### src/rtl/fifo_pkg.sv
// Shared definitions for the parity-FIFO pop side.
//   pop_state_e      : reader FSM states
//   MAX_GRANT_PERIOD : upper bound of the grant throttle period
//   parity_ok()      : parity check of a FIFO word, zero-extended to MAX_WORD_W
package fifo_pkg;

    typedef enum logic [1:0] {IDLE, RUN, HALT} pop_state_e;

    localparam int MAX_GRANT_PERIOD = 255;
    localparam int THR_W            = 8;    // holds 0..MAX_GRANT_PERIOD-1
    localparam int MAX_WORD_W       = 256;  // widest FIFO word parity_ok accepts

    // Zero padding does not change the XOR, so any narrower word can be
    // passed in zero-extended.
    function automatic logic parity_ok(input logic [MAX_WORD_W-1:0] word,
                                       input logic                  even_odd);
        return (^word) == even_odd;
    endfunction

endpackage

### src/rtl/fifo_pop_ctrl_if.sv
// Handshake bundle between the parity FIFO, the pop reader and downstream.
//   pop_valid_i/pop_data_i/pop_grant_o : FIFO side (word = parity bit + payload)
//   out_data_o/out_perr_o/out_valid_o/out_ready_i : downstream valid/ready side
// slave  : used by fifo_pop_ctrl
// master : used by whatever drives the FIFO side and consumes the output
interface fifo_pop_ctrl_if #(
    parameter int DATA_WIDTH = 32
);
    logic                  pop_valid_i;
    logic [DATA_WIDTH:0]   pop_data_i;
    logic                  pop_grant_o;
    logic [DATA_WIDTH-1:0] out_data_o;
    logic                  out_perr_o;
    logic                  out_valid_o;
    logic                  out_ready_i;

    modport slave (
        input  pop_valid_i, pop_data_i, out_ready_i,
        output pop_grant_o, out_data_o, out_perr_o, out_valid_o
    );

    modport master (
        output pop_valid_i, pop_data_i, out_ready_i,
        input  pop_grant_o, out_data_o, out_perr_o, out_valid_o
    );
endinterface

### src/rtl/fifo_pop_skid.sv
// Two-entry in-order buffer for popped words (payload + parity error flag).
//   in_valid/in_data/in_perr : write port, ignored when full
//   out_valid/out_ready/out_data/out_perr : registered read port
//   buf_cnt  : occupancy 0..2
// The head entry drives the outputs directly, so a word written at an edge
// is visible right after that edge.
module fifo_pop_skid #(
    parameter int DW = 32
) (
    input  logic          clk,
    input  logic          rst,
    input  logic          in_valid,
    input  logic [DW-1:0] in_data,
    input  logic          in_perr,
    output logic          out_valid,
    input  logic          out_ready,
    output logic [DW-1:0] out_data,
    output logic          out_perr,
    output logic [1:0]    buf_cnt
);
    logic [DW-1:0] data_q [2];
    logic          perr_q [2];
    logic          rd_ptr, wr_ptr;
    logic          wr, rd;

    assign wr        = in_valid && (buf_cnt != 2'd2);
    assign rd        = out_valid && out_ready;
    assign out_valid = (buf_cnt != 2'd0);
    assign out_data  = data_q[rd_ptr];
    assign out_perr  = perr_q[rd_ptr];

    always_ff @(posedge clk or posedge rst) begin
        if (rst) begin
            for (int i = 0; i < 2; i++) begin
                data_q[i] <= '0;
                perr_q[i] <= 1'b0;
            end
            rd_ptr  <= 1'b0;
            wr_ptr  <= 1'b0;
            buf_cnt <= 2'd0;
        end else begin
            if (wr) begin
                data_q[wr_ptr] <= in_data;
                perr_q[wr_ptr] <= in_perr;
                wr_ptr         <= ~wr_ptr;
            end
            if (rd)
                rd_ptr <= ~rd_ptr;
            case ({wr, rd})
                2'b10:   buf_cnt <= buf_cnt + 2'd1;
                2'b01:   buf_cnt <= buf_cnt - 2'd1;
                default: buf_cnt <= buf_cnt;
            endcase
        end
    end
endmodule

### src/rtl/fifo_pop_ctrl.sv
// Pop-side reader for the parity FIFO.
//   clk, rst    : clock, asynchronous active-high reset
//   enable_i    : 1 lets the reader run, 0 sends it to IDLE
//   err_clr_i   : clears the sticky error and leaves HALT
//   err_o       : sticky parity error
//   bus         : FIFO pop handshake and downstream valid/ready (slave modport)
// Optional build macro FIFO_POP_CTRL_STATS_EN adds word_cnt_o (pop transfers)
// and perr_cnt_o (bad-parity pops); both wrap and ignore err_clr_i.
// Popped words go through a 2-entry buffer; grants are throttled to at most
// one per GRANT_PERIOD cycles and stop in HALT after a bad-parity word.
module fifo_pop_ctrl
    import fifo_pkg::*;
#(
    parameter int DATA_WIDTH   = 32,
    parameter int EVEN_ODD     = 0,
    parameter int PARITY_BIT   = 0,
    parameter int GRANT_PERIOD = 1,
    parameter int HALT_ON_ERR  = 1
) (
    input  logic                clk,
    input  logic                rst,
    input  logic                enable_i,
    input  logic                err_clr_i,
    output logic                err_o,
`ifdef FIFO_POP_CTRL_STATS_EN
    output logic [31:0]         word_cnt_o,
    output logic [15:0]         perr_cnt_o,
`endif
    fifo_pop_ctrl_if.slave      bus
);
    localparam logic [THR_W-1:0] THR_LOAD = THR_W'(GRANT_PERIOD - 1);

    pop_state_e       state;
    logic [THR_W-1:0] thr_cnt;
    logic [1:0]       buf_cnt;
    logic             pop_xfer;
    logic             pop_perr;

    // Grant depends on registers only, never on pop_valid_i.
    assign bus.pop_grant_o = (state == RUN) && (buf_cnt < 2'd2) && (thr_cnt == '0);
    assign pop_xfer        = bus.pop_grant_o && bus.pop_valid_i;
    assign pop_perr        = (PARITY_BIT != 0) &&
                             !parity_ok(MAX_WORD_W'(bus.pop_data_i), 1'(EVEN_ODD));

    fifo_pop_skid #(.DW(DATA_WIDTH)) u_skid (
        .clk       (clk),
        .rst       (rst),
        .in_valid  (pop_xfer),
        .in_data   (bus.pop_data_i[DATA_WIDTH-1:0]),
        .in_perr   (pop_perr),
        .out_valid (bus.out_valid_o),
        .out_ready (bus.out_ready_i),
        .out_data  (bus.out_data_o),
        .out_perr  (bus.out_perr_o),
        .buf_cnt   (buf_cnt)
    );

    always_ff @(posedge clk or posedge rst) begin
        if (rst) begin
            state   <= IDLE;
            thr_cnt <= '0;
            err_o   <= 1'b0;
        end else begin
            if (pop_xfer)
                thr_cnt <= THR_LOAD;
            else if (thr_cnt != '0)
                thr_cnt <= thr_cnt - 1'b1;

            // A bad pop in the same cycle as err_clr_i keeps the error.
            if (pop_xfer && pop_perr)
                err_o <= 1'b1;
            else if (err_clr_i)
                err_o <= 1'b0;

            case (state)
                IDLE: if (enable_i) state <= RUN;
                RUN: begin
                    if (pop_xfer && pop_perr && (HALT_ON_ERR != 0))
                        state <= HALT;
                    else if (!enable_i)
                        state <= IDLE;
                end
                HALT: if (err_clr_i) state <= enable_i ? RUN : IDLE;
                default: state <= IDLE;
            endcase
        end
    end

`ifdef FIFO_POP_CTRL_STATS_EN
    always_ff @(posedge clk or posedge rst) begin
        if (rst) begin
            word_cnt_o <= '0;
            perr_cnt_o <= '0;
        end else if (pop_xfer) begin
            word_cnt_o <= word_cnt_o + 32'd1;
            if (pop_perr)
                perr_cnt_o <= perr_cnt_o + 16'd1;
        end
    end
`endif
endmodule
### src/flat_wrapper.sv
// flat-port wrapper written by rule: the top's interface ports become plain ports
module fifo_pop_ctrl_flat import fifo_pkg::*;
#(
    parameter int DATA_WIDTH   = 32,
    parameter int EVEN_ODD     = 0,
    parameter int PARITY_BIT   = 0,
    parameter int GRANT_PERIOD = 1,
    parameter int HALT_ON_ERR  = 1
)
  (clk, rst, enable_i, err_clr_i, err_o, bus_pop_valid_i, bus_pop_data_i, bus_out_ready_i, bus_pop_grant_o, bus_out_data_o, bus_out_perr_o, bus_out_valid_o);
  fifo_pop_ctrl_if #(.DATA_WIDTH(DATA_WIDTH)) bus_i ();
  input  logic clk;
  input  logic rst;
  input  logic enable_i;
  input  logic err_clr_i;
  output logic err_o;
  input wire logic [$bits(bus_i.pop_valid_i)-1:0] bus_pop_valid_i;
  input wire logic [$bits(bus_i.pop_data_i)-1:0] bus_pop_data_i;
  input wire logic [$bits(bus_i.out_ready_i)-1:0] bus_out_ready_i;
  output wire logic [$bits(bus_i.pop_grant_o)-1:0] bus_pop_grant_o;
  output wire logic [$bits(bus_i.out_data_o)-1:0] bus_out_data_o;
  output wire logic [$bits(bus_i.out_perr_o)-1:0] bus_out_perr_o;
  output wire logic [$bits(bus_i.out_valid_o)-1:0] bus_out_valid_o;
  assign bus_i.pop_valid_i = bus_pop_valid_i;
  assign bus_i.pop_data_i = bus_pop_data_i;
  assign bus_i.out_ready_i = bus_out_ready_i;
  assign bus_pop_grant_o = bus_i.pop_grant_o;
  assign bus_out_data_o = bus_i.out_data_o;
  assign bus_out_perr_o = bus_i.out_perr_o;
  assign bus_out_valid_o = bus_i.out_valid_o;
  fifo_pop_ctrl #(.DATA_WIDTH(DATA_WIDTH), .EVEN_ODD(EVEN_ODD), .PARITY_BIT(PARITY_BIT), .GRANT_PERIOD(GRANT_PERIOD), .HALT_ON_ERR(HALT_ON_ERR)) u_core (.clk(clk), .rst(rst), .enable_i(enable_i), .err_clr_i(err_clr_i), .err_o(err_o), .bus(bus_i));
endmodule
### config.mk
export PLATFORM = sky130hd
export DESIGN_NAME = fifo_pop_ctrl_flat
export DESIGN_NICKNAME = d
export VERILOG_FILES = /design/src/rtl/fifo_pkg.sv /design/src/rtl/fifo_pop_ctrl_if.sv /design/src/rtl/fifo_pop_skid.sv /design/src/rtl/fifo_pop_ctrl.sv /design/src/flat_wrapper.sv
export SDC_FILE = /design/constraint.sdc
export NUM_CORES = 1
export LEC_CHECK = 0
export CAP_MARGIN = 30
export CELL_PAD_IN_SITES_DETAIL_PLACEMENT = 1
export CELL_PAD_IN_SITES_GLOBAL_PLACEMENT = 1
export CORE_ASPECT_RATIO = 1.1
export CORE_MARGIN = 2
export CORE_UTILIZATION = 42
export DETAILED_ROUTE_END_ITERATION = 7
export GPL_TIMING_DRIVEN = 0
export HOLD_SLACK_MARGIN = 0.03
export MAX_ROUTING_LAYER = met4
export PLACE_DENSITY_LB_ADDON = 0.1
export SYNTH_ARGS = -nofsm -noshare
export SYNTH_HDL_FRONTEND = slang
export SYNTH_SLANG_ARGS = --single-unit
### constraint.sdc
create_clock -name clk -period 2.8 [get_ports clk]
set_input_delay 0.56 -clock clk [delete_from_list [all_inputs] [get_ports clk]]
set_output_delay 0.56 -clock clk [all_outputs]
set_load 0.1 [all_outputs]
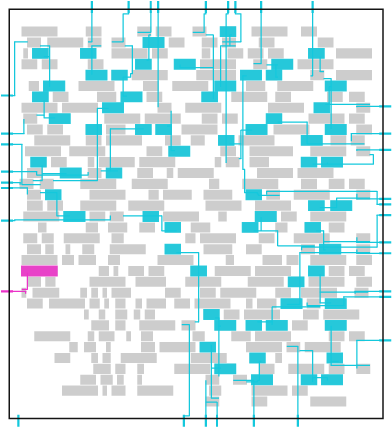
*I/O nets highlighted, run 1*
Drawn at 4 px/um.
bus_pop_data_i: marked cyan, bits 33, direction input, edge 11 right, 9 top, 7 left, 6 bottom, end cells 64, buffers 32, wire 1040 um. enable_i: marked magenta, bits 1, direction input, edge left, end cells 1, buffers 1, wire 9.40 um.
count of port buffers added during placement: 70
# IOs: 75

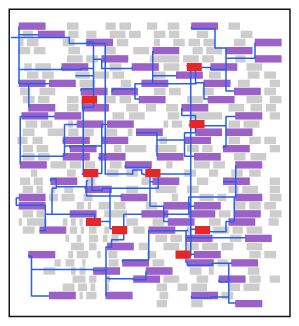
*Clock network drawn from the DEF, run 1*
Drawn at 3 px/um.
clock drivers: marked red, count 9. flip-flops: marked purple, count 79. clock wires: marked blue, length 1090 um.
Position of the flops: spread over the die.

==> out/results.tsv, run 1 <==
stage	metric	value	unit
outcome	status	completed	
route	postRouteWirelength	7470	um
clocking	cts_max_path_buffers	2	
setup_path	r2r-start	u_core.thr_cnt[0]	
layout	buffers	84	
synth	syn_area	0.00366	mm^2
layout	n_fill_cell	830	
timing	finalCriticalPeriod	2.62	ns
synth	ys_sh_xor	0.0120	
setup_path	worstSetupEndpointType	output port	
timing	fin_ws	0.181	ns
placed_design	hpwl	5070	um
synth	postSynthCellCount	241	
setup_path	cp_cell_sequence	buf_2, mux2_2, clkdlybuf4s15_2	
layout	clk_share	0.0433	
setup_path	critical_path.top_delay_family	buffers and inverters	
layout	nets	363	
route	drt-initial-drc-count	38	
synth	synthArstFlopShare	1.00	
synth	yosys.area_share.simple	0.0441	
synth	yosysTopAreaCell	dfrtp_1	
layout	fin_cells	438	
layout	num-clock-buffers	11	
route	num_vias	2184	
global_route	gr-total-overflow	0	
layout	comb_area_frac	0.326	
layout	diodes	0	
synth	common_cells	79 x dfrtp_1, 70 x mux2_2, 29 x mux2_4	
clocking	post_cts_buffers	0	
setup_path	cp_max_fo	10	
timing	slew_headroom	0.345	
floorplan	die_area	0.00949	mm^2
route	drt_pass1_iterations	4	
setup_path	worstPathRequired	2.24	ns
setup_path	crit_end	bus_out_data_o[30]	
floorplan	core_area	0.00841	mm^2
min_path	holdCritStartpoint	enable_i	
timing	worst_pin_slew	0.987	ns
route	wl_per_cell	17.1	um
synth	yosysWarnings	0	
synth	synthMostInstantiatedCell	dfrtp_1	
layout	utilization	0.571	
flow_run	warnings	28	
layout	layout-drive-gt1-share	0.511	
layout	logic_area	0.00157	mm^2
timing	slew_violations	0	
flow_run	drv_cap	0	
timing	max_freq	0.382	GHz
layout	num-multi-input-gates	144	
min_path	hold_path_end	u_core.state[0]	
clocking	cts_hold_buf	0	
setup_path	ff2ff_setup_slack	0.23	ns
synth	yosys_area	0.00366	mm^2
layout	syn2layout_area_growth	31.0	%
layout	final_cell_area	0.00480	mm^2
synth	yosysSeqAreaShare	0.540	
layout	nNonClkInverters	4	
synth	yosys_cells	241	
synth	yosys.area_share.adder	0.00683	
setup_path	critical-path-max-stage-delay	0.53	ns
synth	yosys_most_used_dff	dfrtp_1	
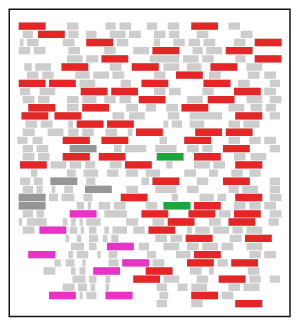
*Register map, names as in the netlist, run 1*
Drawn at 3 px/um.
u_core.u_skid.data_q: marked red, flops 64, where spread over the die. u_core.u_skid.perr_q: marked green, flops 2. u_core.thr_cnt: marked magenta, flops 8.
Another 5 sequential cells are not coloured.
Seq area share: 0.412
Flop area: 0.00198 mm^2

==> run 1: routing by layer <==
| layer | GRT usage | vias up | wire (um) |
|---|---|---|---|
| li1 | - | 1017 | - |
| met4 | 0.0781 | 0 | 128 |
| met2 | 0.278 | 57 | 3660 |
| met3 | 0.0280 | 9 | 272 |
| met5 | - | - | 0 |
| met1 | 0.233 | 1101 | 3410 |
==> run 1: layout by cell type, fill, tap and decap left out, drive strengths merged, types with 5 or more instances in the layout <==
master         instances
clkbuf                12
dfrtp                 79
o21ai                  5
clkdlybuf4s50         36
mux2                  99
clkdlybuf4s15         29
buf                   14
## Run 2: what changed since run 1
--- a/config.mk
+++ b/config.mk
@@ -6,5 +6,4 @@
 export NUM_CORES = 1
 export LEC_CHECK = 0
-export CAP_MARGIN = 30
 export CELL_PAD_IN_SITES_DETAIL_PLACEMENT = 1
 export CELL_PAD_IN_SITES_GLOBAL_PLACEMENT = 1
@@ -17,4 +16,5 @@
 export MAX_ROUTING_LAYER = met4
 export PLACE_DENSITY_LB_ADDON = 0.1
+export REMOVE_ABC_BUFFERS = 1
 export SYNTH_ARGS = -nofsm -noshare
 export SYNTH_HDL_FRONTEND = slang
==> constraint.sdc (replaced) <==
create_clock -name clk -period 2.8 [get_ports clk]
set_input_delay 0.56 -clock clk [delete_from_list [all_inputs] [get_ports clk]]
set_output_delay 0.56 -clock clk [all_outputs]
set_load 0.005 [all_outputs]
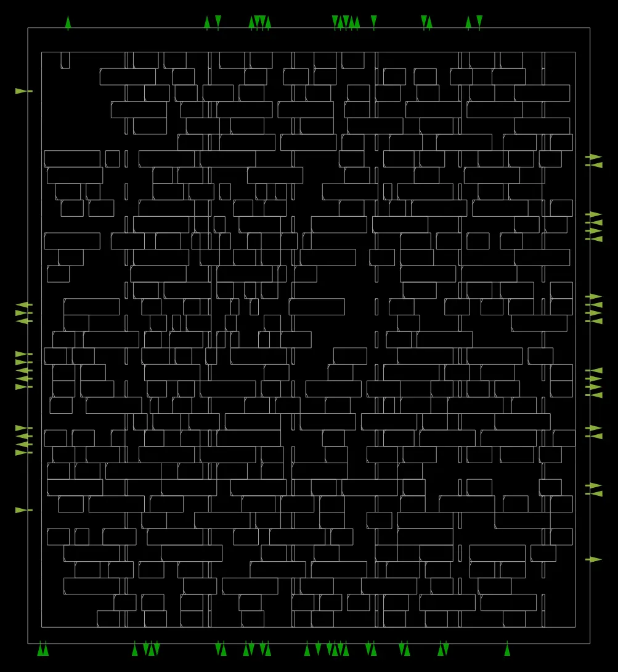
*Placement view, run 2*
Fill cells: 839
tap cell count: 111

==> run 2 against run 1 <==
Net effect: maximum frequency fell by 1.1%; die area unchanged; sequential share of layout area is 1.1 points higher; via count decreased by 3.2%; critical path type unchanged; hold slack better by 0.17 ns.
==> out/results.tsv, run 2 <==
stage	metric	value	unit
layout	layout.cells.most_common	dfrtp_1	
route	drt_pass1_iterations	4	
route	wl_met2	3510	um
layout	num-clock-buffers	11	
timing	max_freq	0.378	GHz
global_route	grt_antenna_before_repair	0	
synth	postSynthAreaPerCell	15.2	um^2
floorplan	fp-utilization	0.436	
layout	lay_top_cells	78 x dfrtp_1, 71 x clkdlybuf4s50_1, 70 x mux2_2	
floorplan	ios	75	
synth	common_cells	79 x dfrtp_1, 70 x mux2_2, 29 x mux2_4	
setup_path	path_class	reg2out	
layout	nNonClkInverters	4	
setup_path	critical-path-max-stage-delay	0.52	ns
setup_path	timing.rr.end	u_core.u_skid.data_q[11]	
route	viasPerCell	4.91	
synth	synthTopCellsByArea	dfrtp_1 54%, mux2_2 22%, mux2_4 12%	
setup_path	critPathArrivalTime	2.09	ns
synth	synthArstFlopShare	1.00	
synth	synthMostInstantiatedCell	dfrtp_1	
min_path	hold_depth	1	
flow_run	drv_cap	0	
synth	yosysSeqAreaShare	0.540	
layout	largest_class	sequential cells	
clocking	path_clk_slew	0.08	ns
setup_path	cp_max_fo	8	
layout	logic_area	0.00158	mm^2
layout	seq_area	0.00198	mm^2
route	route.detailed.drc	0	
synth	postSynthCellCount	241	
route	wl_per_cell	16.5	um
synth	syn_area	0.00366	mm^2
timing	fin_skew	0.0115	ns
placed_design	hpwl	4700	um
layout	diodes	0	
min_path	hp-class	reg2reg	
synth	ys_seq_elements	79	
global_route	grt_use_met1	0.214	
timing	worst_pin_slew	0.668	ns
layout	layout-drive-gt1-share	0.416	
layout	syn2layout_area_growth	27.9	%
setup_path	r2r-start	u_core.thr_cnt[1]	
setup_path	critical_path.top_delay_family	buffers and inverters	
layout	buffer_area_frac	0.169	
synth	ys_top_logic_family	multiplexers	
setup_path	startpoint	u_core.thr_cnt[1]	
layout	comb_area_frac	0.338	
setup_path	ff2ff_setup_slack	0.21	ns
outcome	status	completed	
global_route	gr-usage-met3	0.0317	
layout	utilization	0.557	
layout	regMostFlops	u_core.u_skid.data_q	
setup_path	slowest_stage	clkdlybuf4s50_1	
timing	rsz0062_at_grt	false	
min_path	hold_path_end	u_core.u_skid.perr_q[0]	
synth	yosys.area_share.aoi	0.0198	
flow_run	warnings	27	
clocking	clock_latency	0.35	ns
synth	yosys_cells	241	
layout	final_cell_area	0.00469	mm^2
placed_design	portBuffers	71	
setup_path	worstSetupEndpointType	output port	
timing	period_used_share	0.946	
layout	buffers	77	
setup_path	critPathBufInv	2	
layout	n_sequential_cell	79	
floorplan	die_area	0.00949	mm^2
layout	fin_cells	431	
timing	hold_violations	0	
global_route	grtUsageMet2	0.261	
timing	slew_violations	0	
synth	top_area_frac	0.540	
min_path	holdCritStartpoint	u_core.u_skid.perr_q[0]	
synth	yosys.area_share.simple	0.0441	
layout	nets	356	
route	num_vias	2115	
timing	fin_ws	0.152	ns
layout	sh_seq_area	0.423	
setup_path	cp_cell_sequence	inv_1, ha_4, nor3b_4, nand3_2, nor3b_2, clkdlybuf4s50_1	
route	postRouteWirelength	7100	um
global_route	grt_pass1_vias	2282	
synth	yosys_area	0.00366	mm^2
global_route	gr-total-overflow	0	
placed_design	place_area	0.00446	mm^2
floorplan	core_area	0.00841	mm^2
setup_path	worstPathRequired	2.24	ns
synth	yosys.area_share.adder	0.00683	
clocking	cts_tree	built	
clocking	post_cts_buffers	0	
timing	finalSetupViolCount	0	
floorplan	rows	35	
timing	finalCriticalPeriod	2.65	ns
route	drt-initial-drc-count	29	
synth	yosys_most_used_dff	dfrtp_1	
clocking	cts_made_buffers	9	
synth	yosysTopAreaCell	dfrtp_1	
route	top_layer	met4	
clocking	cts_max_path_buffers	2	
route	drt-met1-wl	3210	um
layout	top_regs	u_core.u_skid.data_q x64, u_core.thr_cnt x8	
global_route	grt_max_degree	52	
layout	clk_share	0.0374	
layout	num-multi-input-gates	144	
route	wl_met3	263	um
clocking	cts_sinks	79	
timing	holdWs	0.488	ns
clocking	cts_hold_buf	0	
timing	slew_headroom	0.555	
setup_path	crit_end	bus_pop_grant_o	
floorplan	fp.dieW	93.1	um
synth	yosysWarnings	0	
floorplan	die_y	102	um
synth	ys_sh_xor	0.0120	
global_route	grt.busiest_layer	met2	
==> run 2: cells by family (layout without fill, tap and decap cells) <==
logic type | count (synthesis) | after routing
multiplexers | 100 | 100
XOR/XNOR | 5 | 5
adder cells (fa/ha/maj) | 2 | 2
AND-OR/OR-AND | 11 | 11
flip-flops | 79 | 79
other | 1 | 1
buffers and inverters | 18 | 97
AND/OR/NAND/NOR | 25 | 25
==> run 2: stage by stage <==
stage	setup TNS, ns
finish	0
global route	0
floorplan	-26.81
detailed placement	-0.114
global placement	-170.84
CTS	0
